==> run_1/m1.png <==
The bar under the picture is 20 um long.
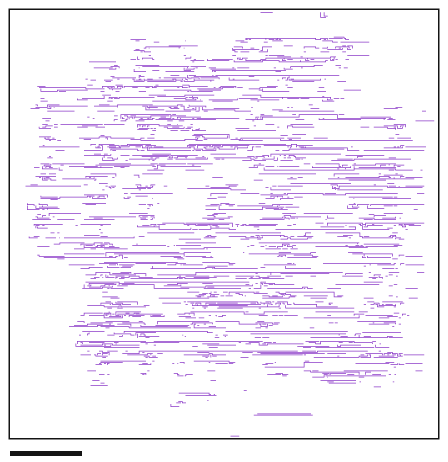
==> run_1/m2.png <==
The bar under the picture is 20 um long.
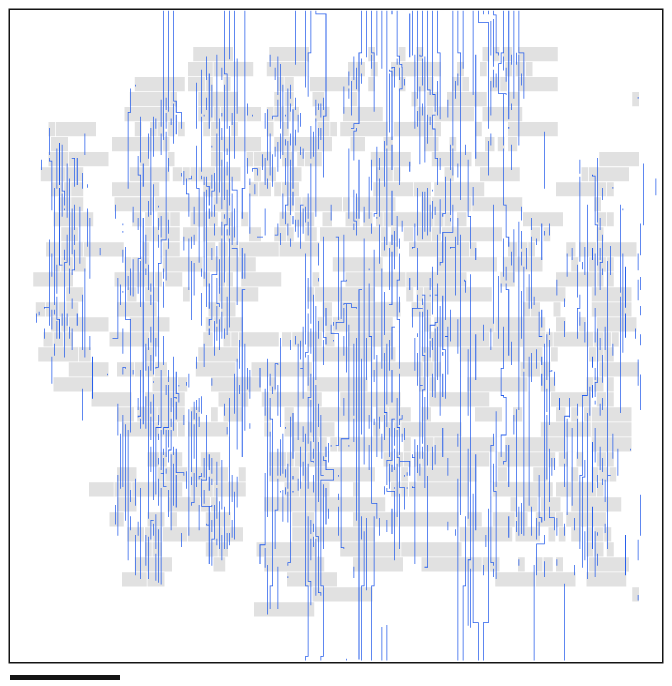
==> run_1/m3.png <==
The bar under the picture is 20 um long.
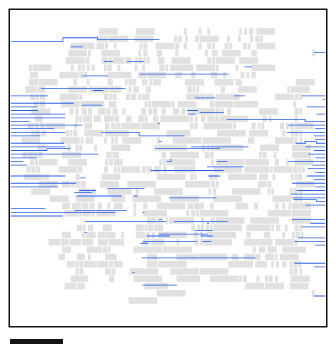
===== src/rtl/wordle_game_ctrl.sv =====
// Wordle game controller: seeds the target word index, lets the player edit
// one row of five letters with the buttons, hands the row to an external
// scorer, writes the scored row to the board and tracks win/lose.
module wordle_game_ctrl #(
    parameter int ROWS  = 6,
    parameter int WORDS = 100
) (
    input  logic        clk,
    input  logic        clr,
    input  logic        btn_up,
    input  logic        btn_down,
    input  logic        btn_left,
    input  logic        btn_right,
    input  logic        btn_sub,
    input  logic        score_ack,
    input  logic [9:0]  score_colors,
    output logic [6:0]  word_index,
    output logic        score_req,
    output logic [24:0] guess,
    output logic        cell_we,
    output logic [2:0]  cell_row,
    output logic [2:0]  cell_col,
    output logic [6:0]  cell_data,
    output logic        row_we,
    output logic [34:0] row_data,
    output logic        board_clr,
    output logic [2:0]  cur_row,
    output logic [2:0]  cur_col,
    output logic [2:0]  state,
    output logic        win,
    output logic        lose
);

    typedef enum logic [2:0] {
        ST_SEED  = 3'd0,
        ST_EDIT  = 3'd1,
        ST_SCORE = 3'd2,
        ST_WIN   = 3'd3,
        ST_LOSE  = 3'd4
    } state_t;

    localparam logic [2:0] LAST_ROW  = 3'(ROWS - 1);
    localparam logic [6:0] LAST_WORD = 7'(WORDS - 1);
    localparam logic [4:0] LETTER_A  = 5'd1;
    localparam logic [4:0] LETTER_Z  = 5'd26;

    state_t      state_reg;
    logic [6:0]  word_index_reg;
    logic [2:0]  cur_row_reg;
    logic [2:0]  cur_col_reg;
    logic [4:0]  letter_reg [0:4];
    logic        score_req_reg;
    logic        ack_done_reg;   // scored row written this cycle; move on next edge
    logic [9:0]  colors_reg;
    logic        cell_we_reg;
    logic [2:0]  cell_row_reg;
    logic [2:0]  cell_col_reg;
    logic [6:0]  cell_data_reg;
    logic        row_we_reg;
    logic [34:0] row_data_reg;
    logic        board_clr_reg;
    logic        clr_pending_reg; // blank the board on the first cycle out of reset
    logic        win_reg;
    logic        lose_reg;

    logic [4:0]  cur_letter;
    logic [4:0]  up_letter;
    logic [4:0]  down_letter;
    logic [4:0]  filled;
    logic        all_filled;
    logic [34:0] row_word;
    logic [24:0] guess_word;

    genvar gi;
    generate
        for (gi = 0; gi < 5; gi++) begin : g_col
            assign filled[gi]              = (letter_reg[gi] != 5'd0);
            assign guess_word[gi*5 +: 5]   = letter_reg[gi];
            assign row_word[gi*7 +: 7]     = {score_colors[gi*2 +: 2], letter_reg[gi]};
        end
    endgenerate

    assign all_filled = &filled;
    assign cur_letter = letter_reg[cur_col_reg];

    // Letter wheel: up wraps Z (and blank) to A, down wraps A (and blank) to Z.
    always_comb begin
        up_letter   = cur_letter + 5'd1;
        down_letter = cur_letter - 5'd1;
        if (cur_letter == 5'd0 || cur_letter == LETTER_Z)
            up_letter = LETTER_A;
        if (cur_letter <= LETTER_A)
            down_letter = LETTER_Z;
    end

    // Game FSM with all outputs registered; strobes default low each cycle.
    always_ff @(posedge clk) begin
        if (clr) begin
            state_reg       <= ST_SEED;
            word_index_reg  <= 7'd0;
            cur_row_reg     <= 3'd0;
            cur_col_reg     <= 3'd0;
            for (int i = 0; i < 5; i++) letter_reg[i] <= 5'd0;
            score_req_reg   <= 1'b0;
            ack_done_reg    <= 1'b0;
            colors_reg      <= 10'd0;
            cell_we_reg     <= 1'b0;
            cell_row_reg    <= 3'd0;
            cell_col_reg    <= 3'd0;
            cell_data_reg   <= 7'd0;
            row_we_reg      <= 1'b0;
            row_data_reg    <= 35'd0;
            board_clr_reg   <= 1'b0;
            clr_pending_reg <= 1'b1;
            win_reg         <= 1'b0;
            lose_reg        <= 1'b0;
        end else begin
            cell_we_reg   <= 1'b0;
            row_we_reg    <= 1'b0;
            board_clr_reg <= 1'b0;
            if (clr_pending_reg) begin
                board_clr_reg   <= 1'b1;
                clr_pending_reg <= 1'b0;
            end

            case (state_reg)
                ST_SEED: begin
                    if (btn_sub)
                        state_reg <= ST_EDIT;
                    else if (word_index_reg == LAST_WORD)
                        word_index_reg <= 7'd0;
                    else
                        word_index_reg <= word_index_reg + 7'd1;
                end

                ST_EDIT: begin
                    if (btn_sub) begin
                        // A row with any blank letter cannot be submitted.
                        if (all_filled) begin
                            state_reg     <= ST_SCORE;
                            score_req_reg <= 1'b1;
                            ack_done_reg  <= 1'b0;
                        end
                    end else if (btn_up || btn_down) begin
                        letter_reg[cur_col_reg] <= btn_up ? up_letter : down_letter;
                        cell_we_reg   <= 1'b1;
                        cell_row_reg  <= cur_row_reg;
                        cell_col_reg  <= cur_col_reg;
                        cell_data_reg <= {2'b00, (btn_up ? up_letter : down_letter)};
                    end else if (btn_left) begin
                        if (cur_col_reg != 3'd0)
                            cur_col_reg <= cur_col_reg - 3'd1;
                    end else if (btn_right) begin
                        if (cur_col_reg != 3'd4)
                            cur_col_reg <= cur_col_reg + 3'd1;
                    end
                end

                ST_SCORE: begin
                    if (ack_done_reg) begin
                        // Row write happened with cur_row still pointing at it;
                        // now resolve the outcome.
                        ack_done_reg <= 1'b0;
                        if (colors_reg == 10'h3FF) begin
                            state_reg <= ST_WIN;
                            win_reg   <= 1'b1;
                        end else if (cur_row_reg == LAST_ROW) begin
                            state_reg <= ST_LOSE;
                            lose_reg  <= 1'b1;
                        end else begin
                            state_reg   <= ST_EDIT;
                            cur_row_reg <= cur_row_reg + 3'd1;
                            cur_col_reg <= 3'd0;
                            for (int i = 0; i < 5; i++) letter_reg[i] <= 5'd0;
                        end
                    end else if (score_ack) begin
                        colors_reg    <= score_colors;
                        score_req_reg <= 1'b0;
                        row_we_reg    <= 1'b1;
                        row_data_reg  <= row_word;
                        ack_done_reg  <= 1'b1;
                    end
                end

                ST_WIN, ST_LOSE: begin
                    if (btn_sub) begin
                        board_clr_reg <= 1'b1;
                        cur_row_reg   <= 3'd0;
                        cur_col_reg   <= 3'd0;
                        for (int i = 0; i < 5; i++) letter_reg[i] <= 5'd0;
                        win_reg       <= 1'b0;
                        lose_reg      <= 1'b0;
                        state_reg     <= ST_SEED;
                    end
                end

                default: begin
                    state_reg <= ST_SEED;
                end
            endcase
        end
    end

    assign word_index = word_index_reg;
    assign score_req  = score_req_reg;
    assign guess      = guess_word;
    assign cell_we    = cell_we_reg;
    assign cell_row   = cell_row_reg;
    assign cell_col   = cell_col_reg;
    assign cell_data  = cell_data_reg;
    assign row_we     = row_we_reg;
    assign row_data   = row_data_reg;
    assign board_clr  = board_clr_reg;
    assign cur_row    = cur_row_reg;
    assign cur_col    = cur_col_reg;
    assign state      = state_reg;
    assign win        = win_reg;
    assign lose       = lose_reg;

endmodule


===== config.mk =====
export PLATFORM = sky130hd
export DESIGN_NAME = wordle_game_ctrl
export DESIGN_NICKNAME = d
export VERILOG_FILES = /design/src/rtl/wordle_game_ctrl.sv
export SDC_FILE = /design/constraint.sdc
export NUM_CORES = 1
export LEC_CHECK = 0
export CORE_MARGIN = 4
export CORE_UTILIZATION = 43
export CTS_CLUSTER_SIZE = 12
export DETAILED_ROUTE_END_ITERATION = 12
export DONT_BUFFER_PORTS = 1
export HOLD_SLACK_MARGIN = 0.12
export SYNTH_ARGS = -nofsm -noshare
export SYNTH_HDL_FRONTEND = slang
export SYNTH_SLANG_ARGS = --single-unit

===== constraint.sdc =====
create_clock -name clk -period 8.4 [get_ports clk]
set_clock_uncertainty 0.2 [all_clocks]
set_input_delay 2.52 -clock clk [delete_from_list [all_inputs] [get_ports clk]]
set_output_delay 2.52 -clock clk [all_outputs]
set_load 0.01 [all_outputs]

==> flow_summary_export.csv, run 1 <==
group,metric,value,unit
cts,cts_hold_buf,0,
pwr,p_clk,0.606,mW
cts,clkTransAtPathRegs,0.05,ns
synthesis,syn_inst,538,
min_path,min_to,"board_clr",
pwr,power_leader,"sequential cells",
critical_path,crit_end,"letter_reg[3][4]",
status,status,"finished clean",
timing,worst_pin_slew,1.16,ns
critical_path,rrSetupSlack,4.44,ns
cts,cts_made_buffers,17,
critical_path,cp-end-kind,"register",
pwr,p_switching,0.715,mW
cells_and_area,logic_gate_count,384,
cells_and_area,seq_share,0.462,
timing,setup_viol,0,
cells_and_area,stdcell_area,5770,um2
floorplan,taps,143,
cts,cts_resized,0,
pwr,seq_cell_power,0.774,mW
cells_and_area,nFlopsAndLatches,113,
synthesis,yosysUniqueCellTypes,71,
cts,clk_latency,0.40,ns
cts,cts.sinks,113,
min_path,min_path_cells,2,
global_routing,top_usage_layer,"met2",
global_routing,track_usage,0.197,
synthesis,synth-main-ff-cell,"dfxtp_1",
timing,fin_hold_ws,0.264,ns
cells_and_area,n_fill_cell,1111,
run,drv_cap,0,
critical_path,start_kind,"primary input",
cells_and_area,nonClockInverterCount,13,
cells_and_area,syn_to_final_growth,10.5,%
timing,fmax,0.242,GHz
synthesis,syn_area,5220,um2
cts,cts_tree,"yes",
pwr,combPwrFrac,0.291,
cells_and_area,buffer_area_frac,0.00260,
critical_path,crit_required,8.29,ns
timing,timing.final.crit_period,4.12,ns
drt,drc,0,
synthesis,avgSynthCellArea,9.70,um2
floorplan,dieArea,14000,um2
cells_and_area,fin_cells,687,
cells_and_area,clkbuf_count,23,
synthesis,yosys_cells,538,
place,portBuffers,0,
cells_and_area,largest_reg_flops,40,
pwr,p_clk_frac,0.311,
timing,tns,0,ns
floorplan,io_pins,113,
place,pre_cts_ws,3.89,ns
timing,slew_headroom,0.218,
critical_path,worstSetupStartpoint,"btn_sub",
place,place_area,5270,um2
floorplan,die_y,118,um
synthesis,top_area_frac,0.280,
critical_path,ff2ff_path_depth,8,
pwr,peakVddDrop,0.000140,V
drt,wl_per_cell,20.0,um
pwr,p_sw_frac,0.367,
floorplan,rows,39,
synthesis,async_reset_ff_frac,0,
drt,wl_met1,5.70,mm
synthesis,yosys_warnings,0,
cells_and_area,seqCellArea,2660,um2
cts,clockBufferDepth,2,
timing,worst_slack,4.28,ns
cells_and_area,lay_top_count,"nand2_1",
place,dp_hpwl,9.90,mm
global_routing,gr-usage-met1,0.248,
cts,cts_max_level,4,
synthesis,synth_top_cell_by_area,"dfxtp_1",
min_path,worst_hold_path_type,"register to register",
synthesis,synth_seq_share,0.510,
drt,dr.max_layer_used,"met4",
pwr,seqPwrFrac,0.397,
run,warning_count,31,
drt,dr_wl_met3,1.30,mm
cells_and_area,clock_area_frac,0.0868,
cells_and_area,buffers_excl_clock,2,
pwr,pg_comb,0.568,mW
synthesis,ys_area,5220,um2
critical_path,r2r_end,"letter_reg[6][2]",
cells_and_area,final_util,0.495,
global_routing,grt_pass1_wl,21.4,mm
synthesis,area_leaders,"dfxtp_1 28%, edfxtp_1 23%, nand2_1 8.0%",
min_path,hp-start,"clr_pending_reg",
timing,maxSlewViolCount,0,
timing,rsz0062_at_grt,"false",
critical_path,critPathKind,"primary input to register",
cells_and_area,diodes,0,
synthesis,edf_count,40,
global_routing,grt_pass1_vias,3767,
cts,cts_setup_buffers,0,
global_routing,gr-total-overflow,0,
global_routing,grt_max_degree,62,
drt,wl_met2,6.51,mm
critical_path,worst-path-max-fanout,10,
critical_path,crit_arrival,4.01,ns
cells_and_area,drive_gt1_frac,0.101,
floorplan,initCoreUtil,0.447,
pwr,power.total,1.95,mW
drt,firstDrtPassIters,5,
cells_and_area,logic_area,2360,um2
cells_and_area,final_layout_top_logic_cells,"111 x nand2_1, 73 x dfxtp_1, 62 x a21oi_1",
cells_and_area,layout.nets,558,
timing,period_used_share,0.491,
drt,postRouteAntennaNets,0,
floorplan,core,11700,um2
cts,cts-root-buf,"clkbuf_16",
cells_and_area,dominant_cells,"sequential cells",
drt,drt_iter0_drc,241,
global_routing,antenna_found_initial,0,
floorplan,die-width,118,um
Back to the opening pictures, m1.png:
share of all routed wire	42%
nets with wire on the layer	531
Via Count: 3996
final wirelength: 13.7 mm

Back to the opening pictures, m2.png:
wire length on this layer	6510 um
longest straight run	67.0 um
main direction	vertical
share of all routed wire	47%
met2 Use GR: 0.304

Back to the opening pictures, m3.png:
main direction	horizontal
wire length on this layer	1300 um
share of all routed wire	9.5%
longest straight run	42.3 um
met3 Use GR: 0.0769

## run 1: worst max-delay path, cell delays in order
cell	delay, ns
or3_1	0.55
nor2_1	0.40
nand3_1	0.26
nand2_1	0.27
## run 1: Yosys cell counts (5+ instances only)
master / number
nand2_1: 111
dfxtp_1: 73
a21oi_1: 62
nor2_1: 46
edfxtp_1: 40
clkbuf_1: 20
nor3_1: 14
inv_1: 13
o21ai_0: 11
mux2i_1: 10
nand3_1: 9
ha_1: 8
a31oi_1: 6
and2_1: 6
nand2b_1: 6
xnor2_1: 6
and3_1: 5
mux2_2: 5
## run 1: cells by family after synthesis
logic type / synth area share
flops: 0.510
xor+xnor: 0.0168
compound gates: 0.146
buf+inv: 0.0396
other cells: 0.000719
fa+ha+maj: 0.0230
mux: 0.0616
simple gates: 0.202
==> run_1/congestion_map.png <==
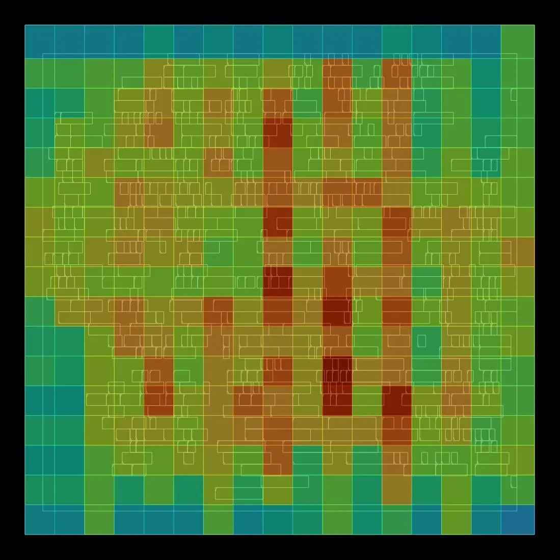

--- run 2 (diff from run 1) ---
clock period = 4.3 ns   (was 8.4 ns; I/O delays follow)
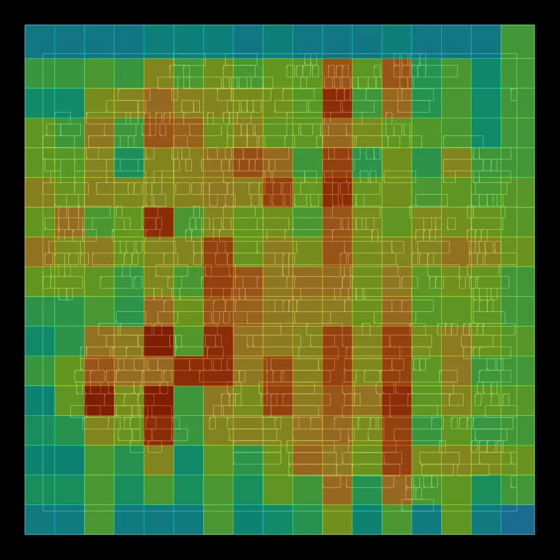
(run_2/congestion_map.png)
met2 Use GR: 0.304
Most Used Layer, Global Route: met2
GR Layer Usage met1: 0.259

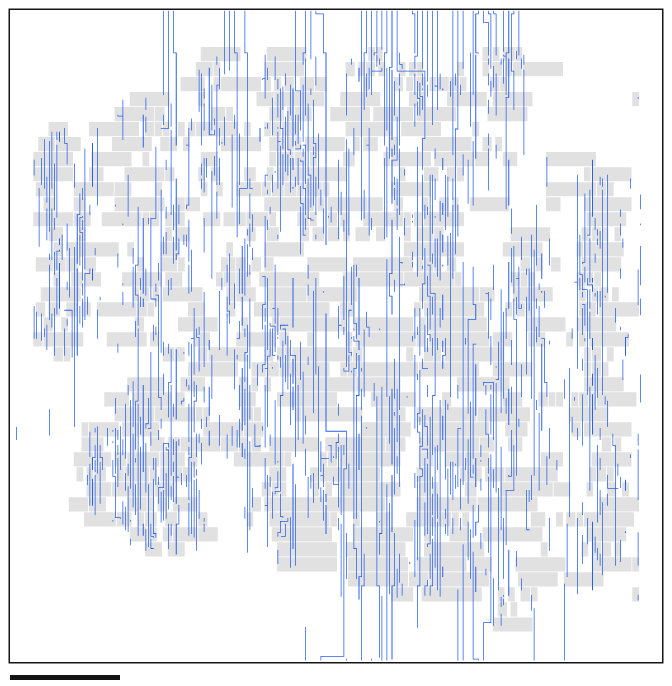
(run_2/m2.png)
The bar under the picture is 20 um long.
wire length on this layer	6260 um
main direction	vertical
nets with wire on the layer	441
Via Count: 3971
final wirelength: 13.7 mm

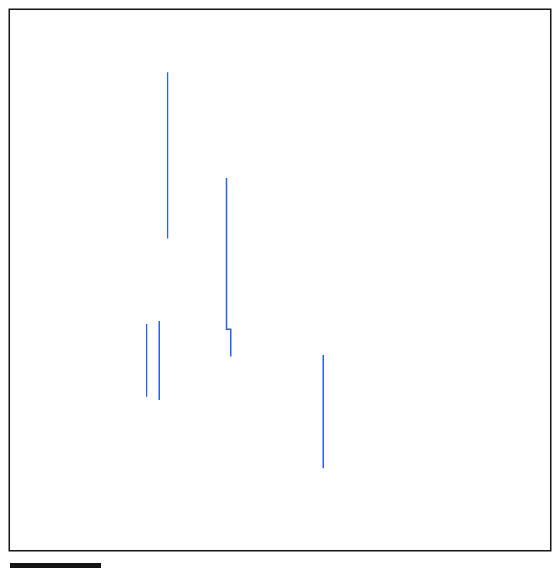
(run_2/m4.png)
The bar under the picture is 20 um long.
longest straight run	36.0 um
nets with wire on the layer	4
wire length on this layer	133 um
main direction	vertical
share of all routed wire	0.97%

==> flow_summary_export.csv, run 2 <==
group,metric,value,unit
status,status,"finished clean",
synthesis,avgSynthCellArea,9.70,um2
cells_and_area,drive_gt1_frac,0.119,
place,dp_hpwl,9.95,mm
critical_path,crit_required,4.21,ns
run,drv_cap,0,
cells_and_area,stdcell_area,5880,um2
cells_and_area,final_layout_top_logic_cells,"111 x nand2_1, 73 x dfxtp_1, 62 x a21oi_1",
cts,clockBufferDepth,2,
synthesis,synth_top_cell_by_area,"dfxtp_1",
pwr,seq_cell_power,1.48,mW
critical_path,crit_arrival,3.45,ns
synthesis,ys_sh_simple,0.202,
synthesis,yosys_cells,538,
cts,clk_latency,0.41,ns
global_routing,antenna_found_initial,0,
synthesis,top_area_frac,0.280,
cells_and_area,largest_reg_flops,40,
floorplan,rows,39,
cts,cts_resized,0,
cells_and_area,fin_cells,691,
floorplan,die_y,118,um
timing,worst_pin_slew,0.830,ns
cells_and_area,n_fill_cell,1076,
pwr,total_leakage_power,2.07,nW
critical_path,critPathMaxStageDelay,0.70,ns
drt,postRouteAntennaNets,0,
pwr,p_clk,1.37,mW
drt,firstDrtPassIters,7,
global_routing,gr-total-overflow,0,
min_path,worst_hold_path_type,"register to register",
timing,maxSlewViolCount,0,
min_path,min_to,"board_clr",
drt,via_per_inst,5.75,
global_routing,grt_pass1_vias,3839,
pwr,power.total,3.99,mW
cells_and_area,logic_area,2360,um2
synthesis,yosysUniqueCellTypes,71,
pwr,p_clk_frac,0.343,
synthesis,ys_area,5220,um2
synthesis,aoi_share,0.146,
synthesis,synth-main-ff-cell,"dfxtp_1",
min_path,hp-start,"clr_pending_reg",
synthesis,most_common_cell,"nand2_1",
critical_path,crit_end,"letter_reg[3][4]",
floorplan,dieArea,14000,um2
cts,clkTransAtPathRegs,0.06,ns
timing,timing.final.crit_period,3.54,ns
synthesis,synthTopCellsByCount,"111 x nand2_1, 73 x dfxtp_1, 62 x a21oi_1",
cts,cts_hold_buf,0,
timing,rsz0062_at_grt,"false",
pwr,peakVddDrop,0.000293,V
floorplan,initCoreUtil,0.447,
synthesis,top_logic_kind,"simple AND/OR/NAND/NOR gates",
timing,fin_hold_ws,0.248,ns
cts,cts_tree,"yes",
cts,cts-root-buf,"clkbuf_16",
critical_path,critPathKind,"register to register",
timing,fmax,0.283,GHz
drt,wl_per_cell,19.8,um
cells_and_area,diodes,0,
min_path,min_path_cells,2,
critical_path,cp-end-kind,"register",
synthesis,synth-xor-area-share,0.0168,
pwr,p_sw_frac,0.362,
timing,slew_headroom,0.446,
global_routing,grt_max_degree,62,
floorplan,core,11700,um2
critical_path,start_kind,"register",
synthesis,synthAdderAreaFrac,0.0230,
synthesis,edf_count,40,
cells_and_area,lay_top_count,"nand2_1",
timing,setup_viol,0,
run,warning_count,31,
cts,cts_made_buffers,17,
pwr,combPwrFrac,0.287,
synthesis,syn_area,5220,um2
synthesis,syn_inst,538,
timing,period_used_share,0.823,
pwr,power_leader,"sequential cells",
pwr,seqPwrFrac,0.370,
pwr,p_switching,1.45,mW
critical_path,r2r_end,"letter_reg[3][4]",
global_routing,grt_pass1_wl,21.9,mm
floorplan,die-width,118,um
synthesis,area_leaders,"dfxtp_1 28%, edfxtp_1 23%, nand2_1 8.0%",
cells_and_area,syn_to_final_growth,12.7,%
synthesis,synth_seq_share,0.510,
critical_path,rrSetupSlack,0.76,ns
cells_and_area,layout.nets,562,
cts,cts.sinks,113,
critical_path,cp_slowest_cell,"a211oi_2",
critical_path,cp_cell_sequence,"mux4_1 -> mux2_2 -> inv_1 -> ha_1 -> nand2b_1 -> a21oi_1 -> a211oi_2 -> nor3_1",
global_routing,track_usage,0.201,
critical_path,crit_cells,8,
critical_path,worst-path-max-fanout,9,
critical_path,ff2ff_path_depth,8,
cells_and_area,seqCellArea,2660,um2
drt,drc,0,
cts,cts_max_level,4,
critical_path,cp_num_buf_inv,1,
synthesis,synth.mux.area_fraction,0.0616,
synthesis,yosys_warnings,0,
timing,tns,0,ns
synthesis,async_reset_ff_frac,0,
==> run 2: per-stage QoR <==
step | worst slack, ns | utilization
6_report | 0.762 | 0.504
3_5_place_dp | 0.824 | 0.454
5_1_grt | 0.600 | 0.504
4_1_cts | 0.805 | 0.504
2_1_floorplan | 1.06 | -
3_3_place_gp | 0.903 | 0.454
==> run 2: routing by layer <==
layer  up-vias  track usage  part of all wire  routed length, um
li1       1897            -                 -                  -
met1      1879        0.259              0.42               5780
met2       183        0.304              0.46               6260
met3        12       0.0893              0.11               1530
met4         0       0.0630            0.0096                132
met5         -            0                 0                  0
==> run 2: area by class of cell <==
type,instances,area share
Clock inverter,15,0.0272
Clock buffer,17,0.0723
Timing Repair Buffer,6,0.00766
Tap cell,143,0.0304
Multi-Input combinational cell,384,0.402
Inverter,13,0.00829
Sequential cell,113,0.453
No activity file was given, so power comes from the tool's default toggle rates.
